==> src/rtl/multi_sum_pkg.sv <==
// Shared sizing helpers for the pipelined multi-operand adder tree.
// Latency: n/a (types and constant functions only); backpressure: n/a.
package multi_sum_pkg;

    localparam int CNT_W = 16;

    // Number of tree levels, which is also the pipeline depth (at least one register stage).
    function automatic int levels(input int n);
        int c;
        c = $clog2(n);
        return (c < 1) ? 1 : c;
    endfunction

    // Terms remaining after l pairing levels: ceil(n / 2^l).
    function automatic int terms_at(input int n, input int l);
        return (n + (1 << l) - 1) >> l;
    endfunction

endpackage

==> src/rtl/multi_sum_stage.sv <==
// One adder-tree level: adds adjacent term pairs (2i, 2i+1); an odd last term is registered as-is.
// Latency 1 cycle; every register holds while advance is low, rst clears all state.
// Backpressure: none locally, the shared advance from the top freezes the whole tree.
module multi_sum_stage
    import multi_sum_pkg::*;
#(
    parameter int  IN_TERMS  = 3,
    parameter int  OUT_W     = 6,
    localparam int OUT_TERMS = terms_at(IN_TERMS, 1)
) (
    input  logic                       clk,
    input  logic                       rst,
    input  logic                       advance,
    input  logic                       in_vld,
    input  logic                       in_sgn,
    input  logic [IN_TERMS*OUT_W-1:0]  in_dat,
    output logic                       out_vld,
    output logic                       out_sgn,
    output logic [OUT_TERMS*OUT_W-1:0] out_dat
);

    logic [OUT_TERMS*OUT_W-1:0] pair_sum;

    for (genvar i = 0; i < OUT_TERMS; i++) begin : g_pair
        if (2*i + 1 < IN_TERMS) begin : g_add
            assign pair_sum[i*OUT_W +: OUT_W] = in_dat[2*i*OUT_W +: OUT_W]
                                              + in_dat[(2*i+1)*OUT_W +: OUT_W];
        end else begin : g_pass
            assign pair_sum[i*OUT_W +: OUT_W] = in_dat[2*i*OUT_W +: OUT_W];
        end
    end

    logic [OUT_TERMS*OUT_W-1:0] dat_d, dat_q;
    logic                       vld_d, vld_q;
    logic                       sgn_d, sgn_q;

    // Bubbles only clear the valid bit; data and flag keep their last value.
    always_comb begin
        dat_d = dat_q;
        vld_d = vld_q;
        sgn_d = sgn_q;
        if (advance) begin
            vld_d = in_vld;
            if (in_vld) begin
                dat_d = pair_sum;
                sgn_d = in_sgn;
            end
        end
    end

    always_ff @(posedge clk) begin
        if (rst) begin
            dat_q <= '0;
            vld_q <= 1'b0;
            sgn_q <= 1'b0;
        end else begin
            dat_q <= dat_d;
            vld_q <= vld_d;
            sgn_q <= sgn_d;
        end
    end

    assign out_dat = dat_q;
    assign out_vld = vld_q;
    assign out_sgn = sgn_q;

endmodule

==> src/rtl/multi_sum_pipe.sv <==
// Pipelined NUM_OPS x WIDTH adder tree, signed/unsigned per transaction; MULTI_SUM_PIPE_COUNT_EN adds txn_count.
// Latency LEVELS cycles, one result per cycle when out_ready stays high.
// Backpressure: in_ready = !out_valid || out_ready; a stall freezes every stage together.
module multi_sum_pipe
    import multi_sum_pkg::*;
#(
    parameter int  WIDTH   = 4,
    parameter int  NUM_OPS = 3,
    localparam int OUT_W   = WIDTH + $clog2(NUM_OPS),
    localparam int LEVELS  = levels(NUM_OPS)
) (
    input  logic                     clk,
    input  logic                     rst,
    input  logic                     in_valid,
    output logic                     in_ready,
    input  logic [NUM_OPS*WIDTH-1:0] in_ops,
    input  logic                     in_signed,
    output logic                     out_valid,
    input  logic                     out_ready,
    output logic [OUT_W-1:0]         out_sum
`ifdef MULTI_SUM_PIPE_COUNT_EN
    ,
    output logic [CNT_W-1:0]         txn_count
`endif
);

    logic                     advance;
    logic [NUM_OPS*OUT_W-1:0] ext_ops;
    logic                     last_sgn_unused;

    assign advance  = !out_valid || out_ready;
    assign in_ready = advance;

    // Widening up front keeps every add OUT_W wide and the result exact in both modes.
    always_comb begin
        ext_ops = '0;
        for (int k = 0; k < NUM_OPS; k++) begin
            ext_ops[k*OUT_W +: OUT_W] = in_signed ? OUT_W'($signed(in_ops[k*WIDTH +: WIDTH]))
                                                  : OUT_W'(in_ops[k*WIDTH +: WIDTH]);
        end
    end

    for (genvar l = 0; l < LEVELS; l++) begin : g_lvl
        localparam int IN_T  = terms_at(NUM_OPS, l);
        localparam int OUT_T = terms_at(NUM_OPS, l + 1);

        logic [IN_T*OUT_W-1:0]  dat_in;
        logic                   vld_in;
        logic                   sgn_in;
        logic [OUT_T*OUT_W-1:0] dat_out;
        logic                   vld_out;
        logic                   sgn_out;

        if (l == 0) begin : g_head
            assign dat_in = ext_ops;
            assign vld_in = in_valid;
            assign sgn_in = in_signed;
        end else begin : g_link
            assign dat_in = g_lvl[l-1].dat_out;
            assign vld_in = g_lvl[l-1].vld_out;
            assign sgn_in = g_lvl[l-1].sgn_out;
        end

        multi_sum_stage #(
            .IN_TERMS (IN_T),
            .OUT_W    (OUT_W)
        ) u_stage (
            .clk     (clk),
            .rst     (rst),
            .advance (advance),
            .in_vld  (vld_in),
            .in_sgn  (sgn_in),
            .in_dat  (dat_in),
            .out_vld (vld_out),
            .out_sgn (sgn_out),
            .out_dat (dat_out)
        );
    end

    // The tree always narrows to a single term at the last level.
    assign out_valid       = g_lvl[LEVELS-1].vld_out;
    assign out_sum         = g_lvl[LEVELS-1].dat_out[OUT_W-1:0];
    assign last_sgn_unused = g_lvl[LEVELS-1].sgn_out;

`ifdef MULTI_SUM_PIPE_COUNT_EN
    logic [CNT_W-1:0] cnt_d, cnt_q;

    always_comb begin
        cnt_d = cnt_q;
        if (out_valid && out_ready) begin
            cnt_d = cnt_q + CNT_W'(1);
        end
    end

    always_ff @(posedge clk) begin
        if (rst) begin
            cnt_q <= '0;
        end else begin
            cnt_q <= cnt_d;
        end
    end

    assign txn_count = cnt_q;
`endif

endmodule

==> config.mk <==
export PLATFORM = sky130hd
export DESIGN_NAME = multi_sum_pipe
export DESIGN_NICKNAME = d
export VERILOG_FILES = /design/src/rtl/multi_sum_pkg.sv /design/src/rtl/multi_sum_stage.sv /design/src/rtl/multi_sum_pipe.sv
export SDC_FILE = /design/constraint.sdc
export NUM_CORES = 1
export LEC_CHECK = 0
export ABC_AREA = 1
export CORE_MARGIN = 5
export CORE_UTILIZATION = 45
export CTS_BUF_LIST = sky130_fd_sc_hd__clkbuf_4 sky130_fd_sc_hd__clkbuf_8 sky130_fd_sc_hd__clkbuf_16
export CTS_CLUSTER_SIZE = 30
export DETAILED_ROUTE_END_ITERATION = 12
export PLACE_DENSITY = 0.72
export RECOVER_POWER = 100
export SYNTH_ARGS = -nofsm -noshare
export SYNTH_HDL_FRONTEND = slang
export SYNTH_HIERARCHICAL = 1
export SYNTH_SLANG_ARGS = --single-unit
==> constraint.sdc <==
create_clock -name clk -period 2.55 [get_ports clk]
set_input_delay 0.255 -clock clk [delete_from_list [all_inputs] [get_ports clk]]
set_output_delay 0.255 -clock clk [all_outputs]
set_load 0.05 [all_outputs]
==> run_1/clock_map.png <==
(8 px per um)
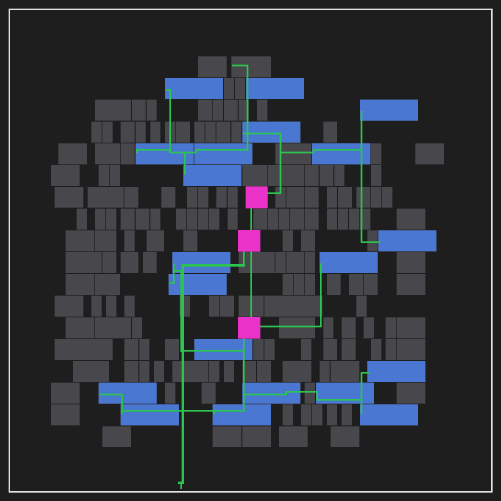
- flip-flops: blue (count 20)
- cells driving clock nets: magenta (count 3)
- clock wires: green (length 228 um)
- routed clock nets: 4

==> run_1/gate_families.png <==
(6 px per um)
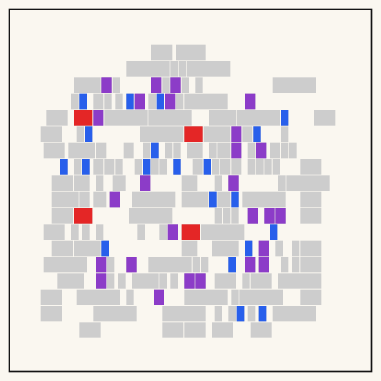
- inverters: blue (cells 20)
- XOR/XNOR gates: red (cells 4)
- inverting AOI/OAI gates: purple (cells 26)

==> run_1/hierarchy.png <==
(4 px per um) Other cells in grey.
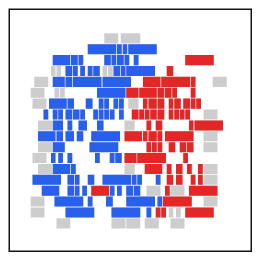
- g_lvl[0].u_stage: blue (cells 86)
- g_lvl[1].u_stage: red (cells 62)
post-route non-filler standard cell count: 214
area of the die: 3620 um2
final design utilization: 0.586

==> results.cfg, run 1 <==
; yosys + openroad results
[worst_setup_path]
critical_path.startpoint = out_ready
rr_endpoint = g_lvl[1].u_stage/out_dat[4]
critPathRequiredTime_ns = 2.30
worst-endpoint-arrival_ns = 1.82
cells_along_the_critical_path = dlygate4sd3_1, inv_1, nand2_1, dlygate4sd3_1

[place]
detailed_place.area_um2 = 1390
placement.setup.worst_slack_ns = 0.599
placedCellCount = 210
numPortBuffers = 24

[clock_network]
cts_repair_resize_count = 0
clock_net_sink_count = 20
h-tree-depth = 1

[logic_synthesis]
mean_instance_size_in_the_synthesized_netlist_um2 = 7.07
postSynthCellCount = 160
yosys_warnings = 6

[global_routing]
top_usage_layer = met2

[die]
num_io_pins = 25

[pwr]
pwr_density_cell_nw_per_um2 = 516
sequential_power_mw = 0.351

[final_layout]
flow.area_growth_from_synthesis_pct = 26.0
logic_gates = 116
antenna-diode-count = 0

[sta]
max-slew-margin-rel = 0.659
finalSetupTns_ns = 0

[detailed_routing]
wl_per_cell_um = 10.1

[run_status]
status = finished clean
==> run_1/wire_density.png <==
(6 px per um) 12 x 12 tiles, from white (low) to dark blue (high), scaled to the fullest tile. Values are wire area over tile area, all layers added.
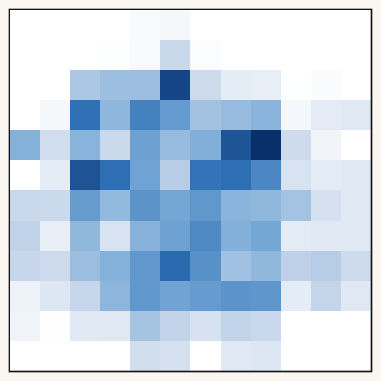

==> run 2: changes to the inputs <==
==> constraint.sdc (replaced) <==
create_clock -name clk -period 2.15 [get_ports clk]
set_input_delay 0.215 -clock clk [delete_from_list [all_inputs] [get_ports clk]]
set_output_delay 0.215 -clock clk [all_outputs]
set_load 0.05 [all_outputs]
==> run_2/wire_density.png <==
(6 px per um) 12 x 12 tiles, from white (low) to dark blue (high), scaled to the fullest tile. Values are wire area over tile area, all layers added.
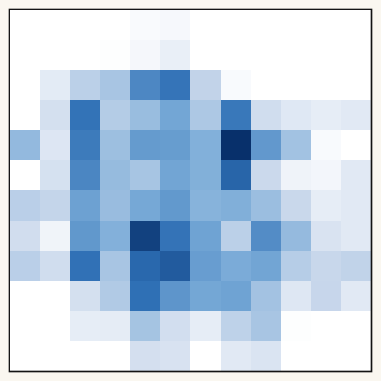
- fullest tile: 0.38
- tiles over half the peak: 21%
- emptiest ninth of the die: north-east

==> run 2 against run 1 <==
Clock skew rose by 0.0030 ns. Worst hold slack about the same. Synthesized cell count stayed put. Sequential cell count did not move. Utilization decreased by 0.67 points. Count of clock-buffer cells in the layout decreased by 1. Synthesized area unchanged. Power up 13%. Largest cell class unchanged. Critical path type is now reg -> out. Global-route usage rose by 0.30 points. Final cell count did not move.
==> results.cfg, run 2 <==
; yosys + openroad results
[place]
placement.setup.worst_slack_ns = 0.391
numPortBuffers = 24
placedCellCount = 211
routabilityCongestion = 0.819
detailed_place.area_um2 = 1390

[die]
num_io_pins = 25

[sta]
finalSetupTns_ns = 0
max-slew-margin-rel = 0.606
rsz0062_at_grt = no

[clock_network]
h-tree-depth = 1
cts_repair_resize_count = 0
clock_net_sink_count = 20
clkLatencyLatePin_ns = 0.29

[logic_synthesis]
postSynthCellCount = 160
mean_instance_size_in_the_synthesized_netlist_um2 = 7.07

[run_status]
status = finished clean

[pwr]
peakVddDrop_mv = 0.334
pwr_density_cell_nw_per_um2 = 590
sequential_power_mw = 0.417
p_int_mw = 0.566

[final_layout]
antenna-diode-count = 0
final_core_utilization = 0.579
finish.cell_count_without_fillers = 214
flow.area_growth_from_synthesis_pct = 24.6

[global_routing]
top_usage_layer = met2
use_met2 = 0.258

[worst_setup_path]
worst_path_largest_cell_delay_ns = 0.88
rr_endpoint = g_lvl[1].u_stage/out_dat[4]
cells_along_the_critical_path = dlygate4sd3_1
critical_path.startpoint = g_lvl[1].u_stage/out_vld
worst_setup_path_endpoint = out_valid
critPathRequiredTime_ns = 1.93
worst-endpoint-arrival_ns = 1.54
==> run_2/gate_families.png <==
(6 px per um)
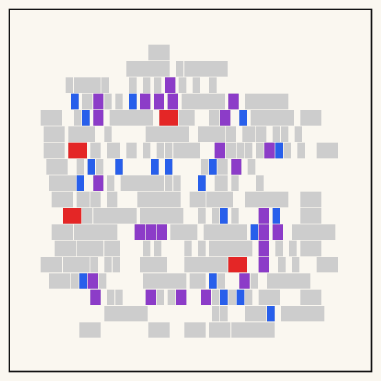
- inverters: blue (cells 20)
- inverting AOI/OAI gates: purple (cells 26)
- XOR/XNOR gates: red (cells 4)
most frequent standard cell in the layout excluding fill and tap cells: sky130_fd_sc_hd__nor2_1
share of cell area taken by multi-input logic gates: 0.451

Power and IR drop assume default switching activity.
